closeup.png
Region (57, 12) to (87, 42) um. Cells in grey, sequential cells in the stronger grey; small squares are vias.
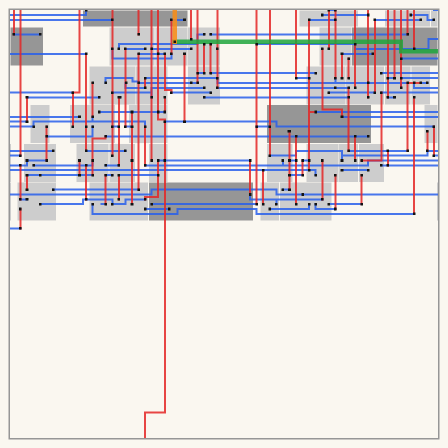
route_heat.png
Scale: 2 px per um. The die is cut into 29 by 18 equal tiles; white is low, dark blue is high, scaled to the fullest tile. Values are wire area over tile area, all layers added.
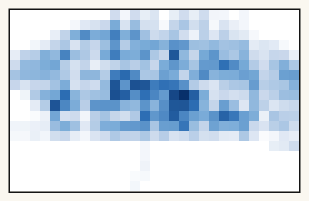
congestion_map.png
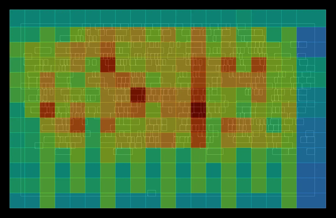
clock_wires.png
Scale: 2 px per um.
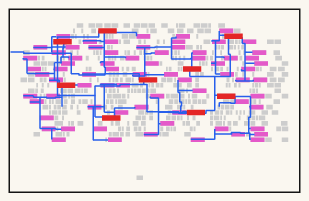
### src/rtl/npu_config_sequencer.sv
// Config word stream decoder: routes FIFO words to the NPU state machine count
// registers and the weight memory, keeping packet position across config exits.
module npu_config_sequencer #(
    parameter int AW = 8
) (
    input  logic          CLK,
    input  logic          RST,
    input  logic          npu_state_config,
    input  logic          npu_config_fifo_empty,
    input  logic [15:0]   npu_config_fifo_dout,
    output logic          npu_config_fifo_read_en,
    output logic [15:0]   npu_state_data_in,
    output logic          npu_state_input_reg_enable,
    output logic          npu_state_output_reg_enable,
    output logic          weight_wr_en,
    output logic [AW-1:0] weight_wr_addr,
    output logic [15:0]   weight_wr_data,
    output logic          config_done,
    output logic          config_error
);

    typedef enum logic [1:0] {S_IN, S_OUT, S_WCNT, S_WGT} phase_t;

    phase_t        phase, phase_n;
    logic [15:0]   remaining, remaining_n;
    logic [AW:0]   addr, addr_n;
    logic [15:0]   data_in_n, wr_data_n;
    logic [AW-1:0] wr_addr_n;
    logic          in_en_n, out_en_n, wr_en_n, done_n, error_n;
    logic          pop;

    assign pop = npu_state_config && !npu_config_fifo_empty;
    assign npu_config_fifo_read_en = pop;

    always_ff @(posedge CLK) begin
        if (RST) begin
            phase                       <= S_IN;
            remaining                   <= '0;
            addr                        <= '0;
            npu_state_data_in           <= '0;
            npu_state_input_reg_enable  <= 1'b0;
            npu_state_output_reg_enable <= 1'b0;
            weight_wr_en                <= 1'b0;
            weight_wr_addr              <= '0;
            weight_wr_data              <= '0;
            config_done                 <= 1'b0;
            config_error                <= 1'b0;
        end else begin
            phase                       <= phase_n;
            remaining                   <= remaining_n;
            addr                        <= addr_n;
            npu_state_data_in           <= data_in_n;
            npu_state_input_reg_enable  <= in_en_n;
            npu_state_output_reg_enable <= out_en_n;
            weight_wr_en                <= wr_en_n;
            weight_wr_addr              <= wr_addr_n;
            weight_wr_data              <= wr_data_n;
            config_done                 <= done_n;
            config_error                <= error_n;
        end
    end

    always_comb begin
        phase_n     = phase;
        remaining_n = remaining;
        addr_n      = addr;
        data_in_n   = npu_state_data_in;
        wr_addr_n   = weight_wr_addr;
        wr_data_n   = weight_wr_data;
        in_en_n     = 1'b0;
        out_en_n    = 1'b0;
        wr_en_n     = 1'b0;
        done_n      = 1'b0;
        error_n     = config_error;
        if (pop) begin
            unique case (phase)
                S_IN: begin
                    data_in_n = npu_config_fifo_dout;
                    in_en_n   = 1'b1;
                    phase_n   = S_OUT;
                end
                S_OUT: begin
                    data_in_n = npu_config_fifo_dout;
                    out_en_n  = 1'b1;
                    phase_n   = S_WCNT;
                end
                S_WCNT: begin
                    remaining_n = npu_config_fifo_dout;
                    addr_n      = '0;
                    if (npu_config_fifo_dout == 16'd0) begin
                        done_n  = 1'b1;
                        phase_n = S_IN;
                    end else begin
                        phase_n = S_WGT;
                    end
                end
                S_WGT: begin
                    // addr saturates at 2^AW, so its MSB alone flags overflow
                    if (!addr[AW]) begin
                        wr_en_n   = 1'b1;
                        wr_addr_n = addr[AW-1:0];
                        wr_data_n = npu_config_fifo_dout;
                        addr_n    = addr + 1'b1;
                    end else begin
                        error_n = 1'b1;
                    end
                    remaining_n = remaining - 16'd1;
                    if (remaining == 16'd1) begin
                        done_n  = 1'b1;
                        phase_n = S_IN;
                    end
                end
                default: phase_n = S_IN;
            endcase
        end
    end

endmodule

### config.mk
export PLATFORM = sky130hd
export DESIGN_NAME = npu_config_sequencer
export DESIGN_NICKNAME = d
export VERILOG_FILES = /design/src/rtl/npu_config_sequencer.sv
export SDC_FILE = /design/constraint.sdc
export NUM_CORES = 1
export LEC_CHECK = 0
export CAP_MARGIN = 5
export CORE_ASPECT_RATIO = 0.6
export CORE_MARGIN = 5
export CORE_UTILIZATION = 29
export CTS_BUF_LIST = sky130_fd_sc_hd__clkbuf_16
export CTS_CLUSTER_DIAMETER = 80
export DETAILED_ROUTE_END_ITERATION = 10
export HOLD_SLACK_MARGIN = 0.08
export SLEW_MARGIN = 5
export SYNTH_ARGS = -nofsm -noshare
export SYNTH_HDL_FRONTEND = slang
export SYNTH_SLANG_ARGS = --single-unit
### constraint.sdc
create_clock -name CLK -period 2.9 [get_ports CLK]
set_input_delay 0.58 -clock CLK [delete_from_list [all_inputs] [get_ports CLK]]
set_output_delay 0.58 -clock CLK [all_outputs]
set_load 0.02 [all_outputs]
==> results.cfg <==
; implementation run metrics
[floorplanning]
coreArea_sq_mm = 0.0106
initial_core_util = 0.297
chipArea_sq_mm = 0.0131
placement_rows = 29
die_w_um = 144
die_y_um = 90.7

[drt]
detail-route-antenna-nets = 0
drcViolationCount = 0
detailroute.via_count = 3072
routed_via_count_divided_by_cell_count = 5.07
initialDrtViolationCount = 255

[global_routing]
number_of_antenna_violations_at_the_first_check_in_global_routing = 0
grt_start_max_net_pins = 32
grt_pass1_wl_um = 15600
global_route.overflow_total = 0
track_usage = 0.150

[yosys]
synth.area.mux_share = 0.00318
yosys-stat-area_sq_mm = 0.00315
enable_flop_cells = 0
topCombFamilyByArea = simple AND/OR/NAND/NOR gates
ys_sh_simple = 0.293
synthAdderAreaFrac = 0.0119
ys_seq_elements = 72
ys_async_sr_fraction = 0
syn_area_per_cell_sq_um = 7.79
post_synth_xor_area_fraction = 0.0167
seq_area_frac_synth = 0.458
synthDistinctLibCells = 47
syn-num-nets = 427
synth.yosys.num_cells = 404
yosys_warnings = 0
mappedNetlistArea_sq_mm = 0.00315
ys_dominant_reg_cell = dfxtp_1

[pwr]
combPwrFrac = 0.116
cell_internal_pwr_mw = 1.69
seq_power_mw = 1.04
power.leakage_nw = 1.43
sw_power_mw = 0.602
switching_share = 0.263
power.combinational.total_mw = 0.266
group_drawing_the_most_power = registers
totalPowerFinal_mw = 2.29
share_seq_of_total_power = 0.452
power_clock_mw = 0.989
vdd_drop_max_uv = 306
share_clk_of_total_power = 0.432

[setup_path]
path_delay_family = buffers and inverters
cp_cell_sequence = clkdlybuf4s50_1, nand2b_1, inv_1, clkdlybuf4s50_1
start_kind = primary input
setup.worst_path.end_class = primary output
worst_reg_to_reg_setup_slack_ps = 590
cp_slowest_cell = clkdlybuf4s50_1
cp-endpoint = npu_config_fifo_read_en
required_worst_endpoint_ps = 2320
rr_endpoint = remaining[12]
path_buffers = 3
critical_path_depth = 4
worstReg2RegStart = remaining[0]
startpoint_of_the_worst_setup_timing_path = npu_config_fifo_empty
crit_path_frequent_cell = clkdlybuf4s50_1
rr_worst_depth = 6

[layout]
regArea_sq_mm = 0.00144
stdcell_area_sq_mm = 0.00421
mostFrequentLayoutCell = nand2_1
layout-drive-gt1-share = 0.0728
antenna-diode-count = 0
finish.net_count = 486
comb_area_sq_mm = 0.00157

[placed_design]
detailed_placement_hpwl_um = 7190
place_worst_setup_slack_ps = 393
placer_congestion_estimate = 0.838
numPortBuffers = 65
post_placement_cell_area_sq_mm = 0.00394
dp_cells = 591

[clocking]
post_cts_hold_buffer_count = 0
buffer_depth_of_the_longest_clock_path = 2
post_cts_resized = 0
clk-insertion-delay-late_ps = 340
postCtsSetupRepairBufs = 0
number_of_cts_inserted_buffers = 9
cts_tree = done
count_of_clock_tree_sinks = 72
clockRootBuffer = clkbuf_16

[final_timing]
layout_worst_path_cycle_share = 0.859
final-hold-violation-count = 0
fin_ws_ps = 408
finalMaxSlewViolations = 0
grt_setup_unrepaired = false
final.setup_skew_ps = 4.65
final-setup-viol-count = 0
setup_tns_after_final_layout_ps = 0
slew_headroom = 0.439
min_period_ps = 2490
smallest_hold_slack_ps = 454

[worst_hold_path]
min_path_type = reg2reg
worstHoldEndpoint = npu_state_data_in[6]
hp-start = npu_state_data_in[6]

[run_status]
run_status = complete, no violations

[run]
drv_cap = 0
About closeup.png:
colour	layer
orange	M4
blue	M1
green	M3
red	M2
netlist names of flops here include	remaining (3)
cells with their middle in the window	30
sequential cells in the window	3

About route_heat.png:
densest ninth of the die	middle
tiles over half the peak	16%
fullest tile	0.50
nearly empty tiles	35%
mean over tiles	0.12
emptiest ninth of the die	bottom left

About congestion_map.png:
met3 Usage GRT: 0.0471
met1 usage in global routing: 0.223
post-DR wirelength/cell: 16.2 um
met2 capacity usage during global routing: 0.206

About clock_wires.png:
[magenta] flip-flops | count: 72
[red] clock-net drivers | count: 9
[blue] clock wires | length: 987 um
routed clock nets	10

-- sequential cells by signal, indices dropped and copies added (netlist names), 2 cells and up --
name / count
addr: 9
weight_wr_data: 16
weight_wr_addr: 8
remaining: 16
npu_state_data_in: 16
phase: 2
-- synth_stat cells, types with 2 or more instances --
cell type | number | area, sq um
inv_1 | 5 | 18.8
o41ai_1 | 2 | 17.5
nor2_1 | 33 | 124
o21a_1 | 2 | 15.0
o21ai_0 | 7 | 35.0
ha_1 | 3 | 37.5
o32ai_1 | 2 | 17.5
a31oi_1 | 2 | 12.5
nand3_1 | 11 | 55.1
o22ai_1 | 3 | 18.8
xor2_1 | 3 | 26.3
and2_1 | 3 | 18.8
nand2b_1 | 4 | 25.0
or3_1 | 8 | 50.1
a311oi_1 | 2 | 17.5
nor4_1 | 13 | 81.3
a21oi_1 | 51 | 255
dfxtp_1 | 72 | 1440
nand4_1 | 4 | 25.0
or2_2 | 3 | 18.8
nor3_1 | 15 | 75.1
or4_4 | 2 | 22.5
clkbuf_1 | 25 | 93.8
a211oi_1 | 3 | 22.5
xnor2_1 | 3 | 26.3
or4_1 | 3 | 22.5
o311a_1 | 3 | 30.0
buf_1 | 2 | 7.51
nand2_1 | 94 | 353
o2bb2ai_1 | 2 | 17.5
a2111oi_0 | 3 | 26.3
-- routing by layer --
layer | GRT usage | up-vias | wire length, um
met3 | 0.0471 | 2 | 752
li1 | - | 1533 | -
met4 | 0.0404 | 0 | 13
met1 | 0.223 | 1444 | 4910
met5 | 0 | - | 0
met2 | 0.206 | 93 | 4110
-- layout make-up --
type	count	share of cell area
well taps	139	0.0413
clock inverters	6	0.00892
multi-input cells	298	0.374
inverters	5	0.00446
repair buffers	77	0.175
flip-flops and latches	72	0.343
clock buffers	9	0.0535
